==> src/rtl/codificador_pkg.sv <==
// Shared definitions for the 4-to-2 event encoder: widths, FSM states and
// a small helper that turns a code back into its one-hot request bit.
package codificador_pkg;

  localparam int N_REQ  = 4;
  localparam int CODE_W = 2;

  typedef enum logic {
    ST_IDLE = 1'b0,
    ST_SHOW = 1'b1
  } state_t;

  // One-hot mask of the request bit addressed by a code (2-to-4 decode).
  function automatic logic [N_REQ-1:0] code_onehot(input logic [CODE_W-1:0] c);
    logic [N_REQ-1:0] mask;
    mask = 4'b0001 << c;
    return mask;
  endfunction

endpackage

==> src/rtl/codificador_prioridade_4_2.sv <==
// Combinational 4-to-2 priority encoder: bit 3 has the highest priority.
// any flags that at least one input bit is set; idx is 0 when none is.
module codificador_prioridade_4_2
  import codificador_pkg::*;
(
  input  logic [N_REQ-1:0]  in,
  output logic [CODE_W-1:0] idx,
  output logic              any
);

  // Select the index of the highest set bit.
  always_comb begin
    idx = 2'b00;
    any = 1'b0;
    casez (in)
      4'b1???: begin idx = 2'b11; any = 1'b1; end
      4'b01??: begin idx = 2'b10; any = 1'b1; end
      4'b001?: begin idx = 2'b01; any = 1'b1; end
      4'b0001: begin idx = 2'b00; any = 1'b1; end
      default: begin idx = 2'b00; any = 1'b0; end
    endcase
  end

endmodule

==> src/rtl/codificador_4_2_fila.sv <==
// Registered 4-to-2 encoder with event capture. Rising edges on req are
// latched into pend; the highest-priority pending event is presented as a
// binary code over a valid/ready handshake. All outputs are registered.
module codificador_4_2_fila
  import codificador_pkg::*;
(
  input  logic              clk,
  input  logic              rst,
  input  logic              en,
  input  logic [N_REQ-1:0]  req,
  input  logic              ready,
  output logic [CODE_W-1:0] code,
  output logic              valid,
  output logic [N_REQ-1:0]  pend,
  output logic              ovf
);

  state_t            state_r;
  state_t            state_next_s;
  logic [N_REQ-1:0]  req_q_r;
  logic [N_REQ-1:0]  rise_s;
  logic [N_REQ-1:0]  rise_en_s;
  logic [N_REQ-1:0]  clr_s;
  logic [N_REQ-1:0]  pend_next_s;
  logic              ovf_next_s;
  logic [N_REQ-1:0]  sel_s;
  logic [CODE_W-1:0] sel_idx_s;
  logic              sel_any_s;
  logic [CODE_W-1:0] code_next_s;
  logic              valid_next_s;

  // Edge detection, acceptance clear mask, pending update and overflow flag.
  always_comb begin
    rise_s    = req & ~req_q_r;
    rise_en_s = en ? rise_s : 4'b0000;
    // valid is only high in SHOW, so this is the accepted code's bit or 0.
    if (valid && ready) begin
      clr_s = code_onehot(code);
    end else begin
      clr_s = 4'b0000;
    end
    // A rise on the bit being cleared re-arms it rather than overflowing.
    pend_next_s = (pend & ~clr_s) | rise_en_s;
    ovf_next_s  = |(rise_en_s & pend & ~clr_s);
    // From IDLE only already-registered events are served; from SHOW the
    // post-acceptance set (including this cycle's rises) feeds the next code.
    if (state_r == ST_IDLE) begin
      sel_s = pend;
    end else begin
      sel_s = pend_next_s;
    end
  end

  codificador_prioridade_4_2 u_prioridade (
    .in  (sel_s),
    .idx (sel_idx_s),
    .any (sel_any_s)
  );

  // Next-state and next-output logic of the presentation FSM.
  always_comb begin
    state_next_s = state_r;
    code_next_s  = code;
    valid_next_s = valid;
    case (state_r)
      ST_IDLE: begin
        if (sel_any_s) begin
          code_next_s  = sel_idx_s;
          valid_next_s = 1'b1;
          state_next_s = ST_SHOW;
        end else begin
          valid_next_s = 1'b0;
          state_next_s = ST_IDLE;
        end
      end
      ST_SHOW: begin
        if (ready) begin
          if (sel_any_s) begin
            code_next_s  = sel_idx_s;
            valid_next_s = 1'b1;
            state_next_s = ST_SHOW;
          end else begin
            valid_next_s = 1'b0;
            state_next_s = ST_IDLE;
          end
        end else begin
          // Hold code stable until accepted, even if higher priority arrives.
          valid_next_s = 1'b1;
          state_next_s = ST_SHOW;
        end
      end
      default: begin
        code_next_s  = 2'b00;
        valid_next_s = 1'b0;
        state_next_s = ST_IDLE;
      end
    endcase
  end

  // State and output registers with synchronous reset.
  always_ff @(posedge clk) begin
    if (rst) begin
      state_r <= ST_IDLE;
      req_q_r <= 4'b0000;
      pend    <= 4'b0000;
      code    <= 2'b00;
      valid   <= 1'b0;
      ovf     <= 1'b0;
    end else begin
      state_r <= state_next_s;
      req_q_r <= req;
      pend    <= pend_next_s;
      code    <= code_next_s;
      valid   <= valid_next_s;
      ovf     <= ovf_next_s;
    end
  end

endmodule
==> config.mk <==
export PLATFORM = sky130hd
export DESIGN_NAME = codificador_4_2_fila
export DESIGN_NICKNAME = d
export VERILOG_FILES = /design/src/rtl/codificador_pkg.sv /design/src/rtl/codificador_prioridade_4_2.sv /design/src/rtl/codificador_4_2_fila.sv
export SDC_FILE = /design/constraint.sdc
export NUM_CORES = 1
export LEC_CHECK = 0
export CAP_MARGIN = 10
export CORE_MARGIN = 5
export CORE_UTILIZATION = 30
export CTS_CLUSTER_DIAMETER = 60
export CTS_CLUSTER_SIZE = 12
export DETAILED_ROUTE_END_ITERATION = 6
export PLACE_DENSITY_LB_ADDON = 0.05
export SLEW_MARGIN = 10
export SYNTH_ARGS = -nofsm -noshare
export SYNTH_HDL_FRONTEND = slang
export SYNTH_SLANG_ARGS = --single-unit
==> constraint.sdc <==
create_clock -name clk -period 4.8 [get_ports clk]
set_clock_uncertainty 0.2 [all_clocks]
set_input_delay 0.48 -clock clk [delete_from_list [all_inputs] [get_ports clk]]
set_output_delay 0.48 -clock clk [all_outputs]
set_load 0.02 [all_outputs]
==> impl_metrics.ini, run 1 <==
; synthesis and place-and-route metrics
[status]
status = completed

[detailed_routing]
top_layer = met4
vias = 517
drc_errors = 0
avgRoutedWirePerCell_um = 12.1

[clock_tree]
clkTransAtPathRegs_ns = 0.07
clock_latency_ns = 0.27
cts.sinks = 12
root_buffer = clkbuf_4
numCtsBuffers = 3
cts_setup_buffers = 0
clockBufferDepth = 2

[synthesis]
most_common_cell = dfxtp_1
synthArstFlopShare_pct = 0
postSynthAreaPerCell_um2 = 9.38
top_area_cell = dfxtp_1
ys_cells = 64
netlist_instances = 64
xor_share_pct = 0
top_cells_by_area = dfxtp_1, nor2b_1, a221oi_2, nand2b_1, nand4b_4
yosys_warnings = 0

[critical_path]
slowest_stage = clkdlybuf4s50_1
reg2regPathDepth = 5
critPathBufInv = 1
crit_family = AND-OR/OR-AND gates
crit_path_start = en
timing.rr.end = code[0]
r2r_start = state_r
cp.required_ns = 4.76
cp_max_fo = 7
max_stage_delay_ns = 0.53

[global_route]
antenna_found_initial = 0
overflow = 0

[placement]
postPlaceCellArea_um2 = 769
io_buffers = 15
dp.cells = 104

[pwr]
p_comb_uw = 67.7
ir_drop_mv = 0.151
seq_power_share_pct = 48.5
p_comb_share_pct = 27.3
power_frac_clock_pct = 24.3
internal-power_uw = 173
p_sw_share_pct = 30.2
p_leak_nw = 0.308
power_density_mw_per_mm2 = 314
powerSeq_uw = 120
pwr.group.clock_uw = 60.3

[layout]
n_all_inverters = 0
drive_above_1_share_pct = 10.0
clk_share_pct = 2.84
stdcell_area_um2 = 792
final-comb-area_um2 = 345
seq_area_um2 = 240
sh_seq_area_pct = 30.3
syn2layout_area_growth_pct = 31.9
buffer_area_share_pct = 19.0
layout.cells.non_filler = 107

[final_timing]
setup_tns_ns = 0
setup_viol = 0
finalHoldViolations = 0

[floorplanning]
pin_count = 16
rows = 16
die_y_um = 54.7
die_area_mm2 = 0.00300

[hold_path]
hp-start = req_q_r[0]
min_to = pend[0]
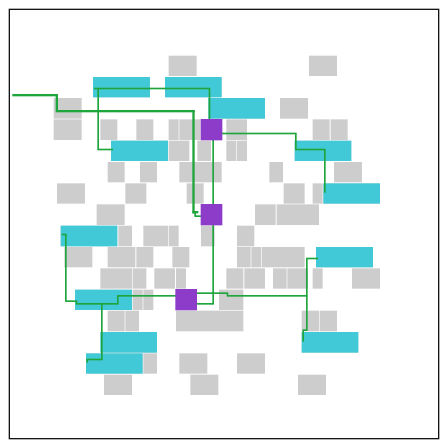
**Above:** run 1 (clock network drawn from the DEF).
- cyan: flip-flops (count 12)
- green: clock wires (length 181 um)
- purple: clock-net drivers (count 3)
- routed clock nets: 4

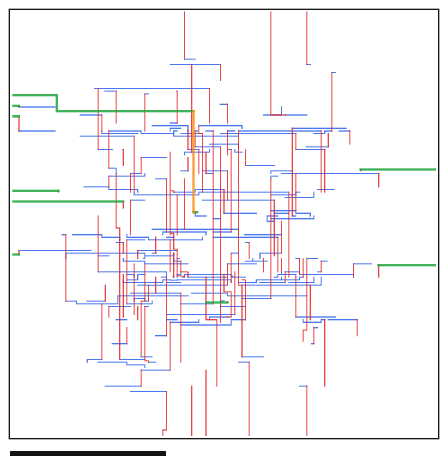
**Above:** run 1 (signal wires by layer).
The bar under the picture is 20 um long.
- green: M3 (wire length 66.6 um)
- blue: M1 (wire length 615 um)
- red: M2 (wire length 601 um)
- orange: M4 (wire length 12.9 um)

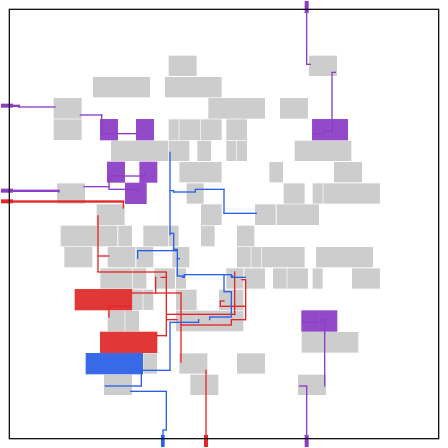
**Above:** run 1 (wires at chosen ports, followed through buffers).
- purple: `req` (bits 4; direction input; edge 2 left, 1 top, 1 bottom; end cells 9; buffers 4; wire 71.9 um)
- blue: `valid` (bits 1; direction output; edge bottom; end cells 1; buffers 1; wire 87.8 um)
- red: `code` (bits 2; direction output; edge 1 bottom, 1 left; end cells 2; buffers 2; wire 107 um)

**Run 1: cell outlines without signal wires**

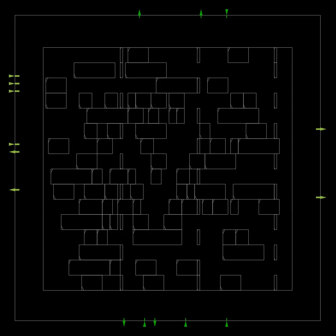

==> inputs of run 2 (changes only) <==
- clock period: 4.8 -> 2.1 ns (I/O delays scaled with it)
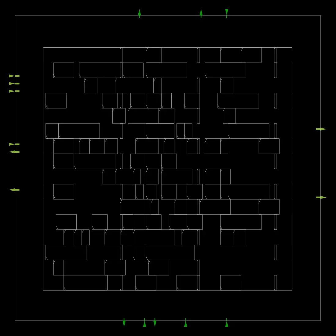
**Above:** run 2 (cell outlines without signal wires).
fin cells: 117
final core utilization: 45.3%
Fillers: 211
# rows: 16
placeable core region: 0.00194 mm2

==> impl_metrics.ini, run 2 <==
; synthesis and place-and-route metrics
[pwr]
p_sw_share_pct = 30.0
pwr.group.clock_uw = 192
p_comb_share_pct = 27.6
seq_power_share_pct = 42.8
p_comb_uw = 180
p_leak_nw = 0.356
power_frac_clock_pct = 29.5
ir_drop_mv = 0.317
internal-power_uw = 455
powerSeq_uw = 278
p_sw_uw = 195
power_density_mw_per_mm2 = 739

[detailed_routing]
vias = 573
top_layer = met4
drt_iter0_markers = 13
drc_errors = 0
avgRoutedWirePerCell_um = 12.8

[critical_path]
r2r_start = code[0]
crit_family = AND-OR/OR-AND gates
cp.required_ns = 2.07
slowest_stage = clkdlybuf4s50_1
crit_path_start = ready
cp_max_fo = 5
reg2regPathDepth = 5
timing.rr.end = code[0]
max_stage_delay_ns = 0.59
critPathBufInv = 1

[layout]
seq_area_um2 = 241
stdcell_area_um2 = 880
final-comb-area_um2 = 350
clk_share_pct = 4.13
n_all_inverters = 0
syn2layout_area_growth_pct = 46.5
buffer_area_share_pct = 24.8
seq_cells = 12
sh_seq_area_pct = 27.5
largestClassByArea = multi-input combinational cells
drive_above_1_share_pct = 22.2
comb_cells = 50
nNetsFinal = 99

[synthesis]
most_common_cell = dfxtp_1
top_area_cell = dfxtp_1
yosys_warnings = 0
netlist_instances = 64
yosysChipArea_um2 = 601
postSynthAreaPerCell_um2 = 9.38
top_cells_by_area = dfxtp_1, nor2b_1, a221oi_2, nand2b_1, nand4b_4
ys_sh_adder_pct = 0
synthArstFlopShare_pct = 0
ys_cells = 64
xor_share_pct = 0

[clock_tree]
cts_setup_buffers = 0
cts_hold_buf = 0
cts.sinks = 12
clkTransAtPathRegs_ns = 0.09
clock_latency_ns = 0.28
clockBufferDepth = 2
numCtsBuffers = 3
cts_resized = 1
root_buffer = clkbuf_4

[global_route]
overflow = 0
grtUsageMet2_pct = 17.9
antenna_found_initial = 0

[final_timing]
setup_tns_ns = 0
slew_headroom_pct = 78.4
setup_viol = 0
rsz0062_at_grt = false
finalHoldViolations = 0

[placement]
dp.cells = 113
postPlaceCellArea_um2 = 837
io_buffers = 15

[status]
status = completed

[floorplanning]
die_y_um = 54.7
pin_count = 16
die_area_mm2 = 0.00300

[hold_path]
min_to = req_q_r[3]
hp-start = req[3]
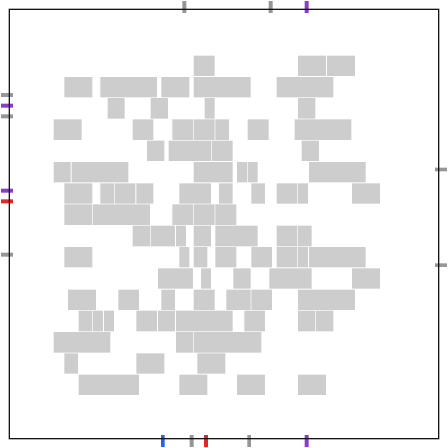
**Above:** run 2 (ports around the boundary).
Pins as bars across the die edge, other pins in grey.
- blue: `valid` (pins 1; direction output; edge bottom)
- red: `code` (pins 2; direction output; edge 1 bottom, 1 left)
- purple: `req` (pins 4; direction input; edge 2 left, 1 top, 1 bottom)

